<file path="src/rtl/imem_loader.sv">
// Boot-time instruction memory loader: parses a length-prefixed byte
// stream, writes 32-bit words and holds the CPU in reset until done.
module imem_loader #(
    parameter int DEPTH  = 256,
    parameter int ADDR_W = 8
) (
    input  logic              clk_i,
    input  logic              rst_i,
    input  logic [7:0]        byte_i,
    input  logic              valid_i,
    output logic              ready_o,
    output logic              imem_we_o,
    output logic [ADDR_W-1:0] imem_addr_o,
    output logic [31:0]       imem_data_o,
    output logic              cpu_rst_o,
    output logic              done_o,
    output logic              err_o
);

    typedef enum logic [2:0] {
        HDR_LO,
        HDR_HI,
        DATA,
        DONE,
        ERR
    } state_t;

    state_t            state;
    logic [7:0]        cnt_lo;
    logic [ADDR_W-1:0] widx;
    logic [ADDR_W-1:0] last;
    logic [1:0]        bidx;
    logic [23:0]       lanes;
    logic              xfer;
    logic [15:0]       n;

    assign xfer = valid_i && ready_o;
    assign n    = {byte_i, cnt_lo};

    // Status flags come straight from the state register.
    assign ready_o   = (state == HDR_LO) || (state == HDR_HI) || (state == DATA);
    assign done_o    = (state == DONE);
    assign err_o     = (state == ERR);
    assign cpu_rst_o = (state != DONE);

    always_ff @(posedge clk_i or negedge rst_i) begin
        if (!rst_i) begin
            state       <= HDR_LO;
            cnt_lo      <= '0;
            widx        <= '0;
            last        <= '0;
            bidx        <= '0;
            lanes       <= '0;
            imem_we_o   <= 1'b0;
            imem_addr_o <= '0;
            imem_data_o <= '0;
        end else begin
            imem_we_o <= 1'b0;
            if (xfer) begin
                unique case (state)
                    HDR_LO: begin
                        cnt_lo <= byte_i;
                        state  <= HDR_HI;
                    end
                    HDR_HI: begin
                        if (n == 16'd0) begin
                            state <= DONE;
                        end else if ({1'b0, n} > 17'(DEPTH)) begin
                            state <= ERR;
                        end else begin
                            state <= DATA;
                            widx  <= '0;
                            bidx  <= '0;
                            last  <= ADDR_W'(n - 16'd1);
                        end
                    end
                    DATA: begin
                        bidx <= bidx + 2'd1;
                        unique case (bidx)
                            2'd0: lanes[7:0]   <= byte_i;
                            2'd1: lanes[15:8]  <= byte_i;
                            2'd2: lanes[23:16] <= byte_i;
                            2'd3: begin
                                imem_we_o   <= 1'b1;
                                imem_addr_o <= widx;
                                imem_data_o <= {byte_i, lanes};
                                // Final word: stop here so the index never passes N-1.
                                if (widx == last) begin
                                    state <= DONE;
                                end else begin
                                    widx <= widx + 1'b1;
                                end
                            end
                            default: ;
                        endcase
                    end
                    default: ;
                endcase
            end
        end
    end

endmodule
</file>
<file path="config.mk">
export PLATFORM = sky130hd
export DESIGN_NAME = imem_loader
export DESIGN_NICKNAME = d
export VERILOG_FILES = /design/src/rtl/imem_loader.sv
export SDC_FILE = /design/constraint.sdc
export NUM_CORES = 1
export LEC_CHECK = 0
export CAP_MARGIN = 20
export CORE_MARGIN = 1
export CORE_UTILIZATION = 50
export CTS_CLUSTER_DIAMETER = 30
export DETAILED_ROUTE_END_ITERATION = 16
export GPL_TIMING_DRIVEN = 0
export PLACE_DENSITY = 0.74
export SKIP_CTS_REPAIR_TIMING = 1
export SYNTH_ARGS = -nofsm -noshare
export SYNTH_HDL_FRONTEND = slang
export SYNTH_SLANG_ARGS = --single-unit
</file>
<file path="constraint.sdc">
create_clock -name clk_i -period 4.1 [get_ports clk_i]
set_input_delay 1.025 -clock clk_i [delete_from_list [all_inputs] [get_ports clk_i]]
set_output_delay 1.025 -clock clk_i [all_outputs]
set_load 0.005 [all_outputs]
</file>
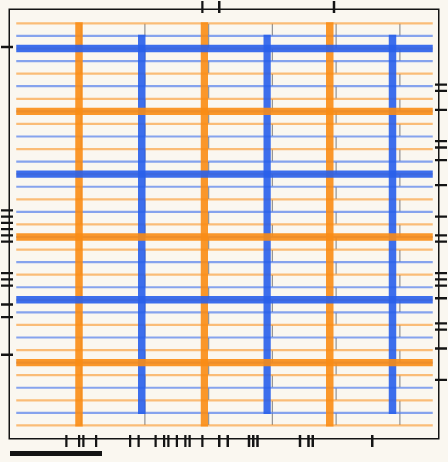
**Above:** PDN straps and rails.
Scale bar: 20 µm. Pins as bars on the die edge. Tap cells in gray.
VSS: drawn in orange. VDD: drawn in blue.
102 tap cells. 6 straps on met4. 56 signal pins sit on the boundary. The core has 32 rows.

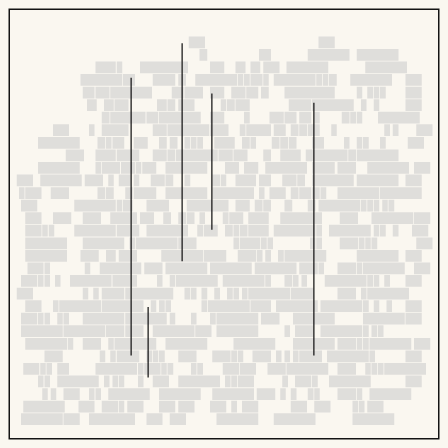
**Above:** M4 wires.
Cells faint in the background.
The longest straight run is 59.8 µm. The layer carries 205 µm of wire. The layer holds 2.4% of the routed length. 4 nets have wire on it. The wires run mostly vertical.

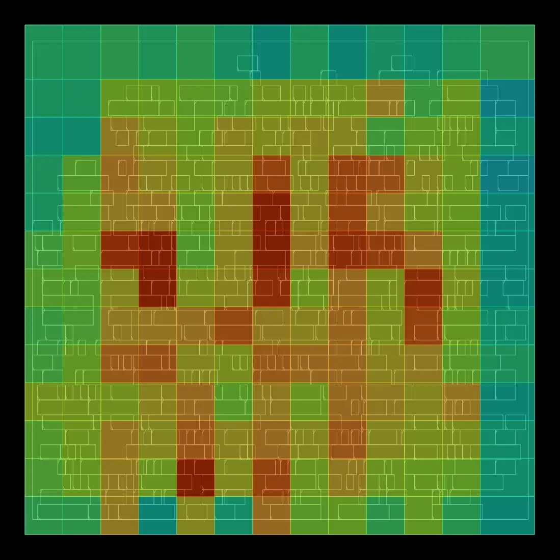
**Above:** congestion heat map.
GR Util met3: 0.0460
GR peak layer: met2
met2 track demand over resource: 0.349
wire per inst: 15.0 µm
gr usage total: 0.221

==> flow_metrics.py <==
# Flow results
metrics = {
    "status": {
        "status": "completed",
    },
    "worst_setup_path": {
        "cp_max_fo": 8,
        "cp-startpoint": "state[0]$_DFFE_PN0P_",
        "timing.rr.start": "state[0]$_DFFE_PN0P_",
        "path_depth": 5,
        "crit_path_start_kind": "flop",
        "cp.buffers_inverters": 3,
        "criticalPathCategory": "reg2out",
        "endpoint": "done_o",
        "crit_chain": "clkbuf_1, nor2b_1, nand2_1, inv_1, clkdlybuf4s50_1",
        "rr_worst_depth": 8,
        "cp.arrival_ns": 1.90,
        "critPathSlowestCell": "clkdlybuf4s50_1",
        "critPathMaxStageDelay_ns": 0.49,
    },
    "layout": {
        "largestClassByArea": "sequential cells",
        "comb_share": 0.328,
        "final-comb-area_um2": 1640,
        "layout.filler_cells": 693,
        "drive_gt1_frac": 0.143,
        "inverters": 7,
        "clk_share": 0.0398,
        "buf_share": 0.131,
        "lay_top_cells": "nand2_1, dfrtp_1, clkdlybuf4s50_1, mux2_2, nand3_1",
        "largest_reg_flops": 32,
        "regMostFlops": "imem_data_o",
        "largest_registers": "imem_data_o (32), lanes (24)",
        "seq_area_frac": 0.470,
        "final_cells": 564,
        "flop-count": 94,
        "clockBufferCount": 11,
    },
    "logic_synthesis": {
        "synth_area_per_cell_um2": 10.5,
        "yosys_area_um2": 4110,
        "synth-simple-area-share": 0.209,
        "netlist_instances": 391,
        "top_cell": "nand2_1",
        "yosys-top-cells-area": "dfrtp_1, nand2_1, mux2_2",
        "synthFlopType": "dfrtp_1",
        "synth-seq-cells": 94,
        "syn_area_um2": 4110,
        "yosys-dominant-comb-family": "simple AND/OR/NAND/NOR gates",
        "ys_sh_aoi": 0.0545,
        "edf_count": 0,
        "ys_sh_xor": 0.0298,
        "ys_sh_mux": 0.0846,
        "synth_nets": 409,
        "yosysTopAreaCell": "dfrtp_1",
        "ys_sh_adder": 0.0213,
    },
    "sta": {
        "fin_worst_skew_ns": 0.0113,
        "fin_hold_ws_ns": 0.468,
        "slew_viol_final": 0,
        "finalSetupViolCount": 0,
        "slew_headroom": 0.547,
        "worst_slack_ns": 1.17,
        "max_freq_mhz": 341,
        "tightest_slew_ns": 0.677,
        "rsz0062_at_grt": "false",
    },
    "grt": {
        "grt_pass1_wl_mm": 14.4,
        "grt_pass1_vias": 2924,
        "grtUsageMet1": 0.292,
        "grt_max_degree": 56,
        "antenna_found_initial": 0,
    },
    "power": {
        "top_power_group": "sequential cells",
        "p_clk_frac": 0.354,
        "swShare": 0.251,
        "seq-power_w": 0.000983,
        "seqPwrFrac": 0.556,
        "p_clk_w": 0.000626,
    },
    "clock_network": {
        "cts_buffers": 9,
        "tritoncts": "yes",
        "cts-htree-levels": 3,
        "clock-sinks": 94,
        "cts_buffer_depth": 2,
        "path_clk_slew_ns": 0.08,
        "clk_latency_ns": 0.37,
    },
    "detailed_routing": {
        "vias": 2922,
        "vias_per_cell": 5.18,
        "drt_iter0_drc": 95,
        "met2_length_mm": 3.98,
        "detail_route.wirelength.met1_mm": 3.83,
    },
    "die": {
        "dieArea_um2": 8590,
        "die_y_um": 92.7,
        "initCoreUtil": 0.524,
        "core_area_um2": 7850,
        "num_io_pins": 56,
        "nWellTaps": 102,
        "rows": 32,
    },
    "worst_hold_path": {
        "worstHoldStart": "lanes[8]$_DFFE_PN0P_",
        "hp-class": "reg2reg",
        "hold-path-cell-count": 2,
    },
    "placed_design": {
        "dpl_worst_slack_ns": 0.825,
        "postPlaceCellArea_um2": 4800,
        "dp_cells": 548,
    },
    "flow_run": {
        "warning_count": 30,
        "drv_cap": 0,
    },
}
Power figures rest on the tool's default switching activity, not on a simulated workload.
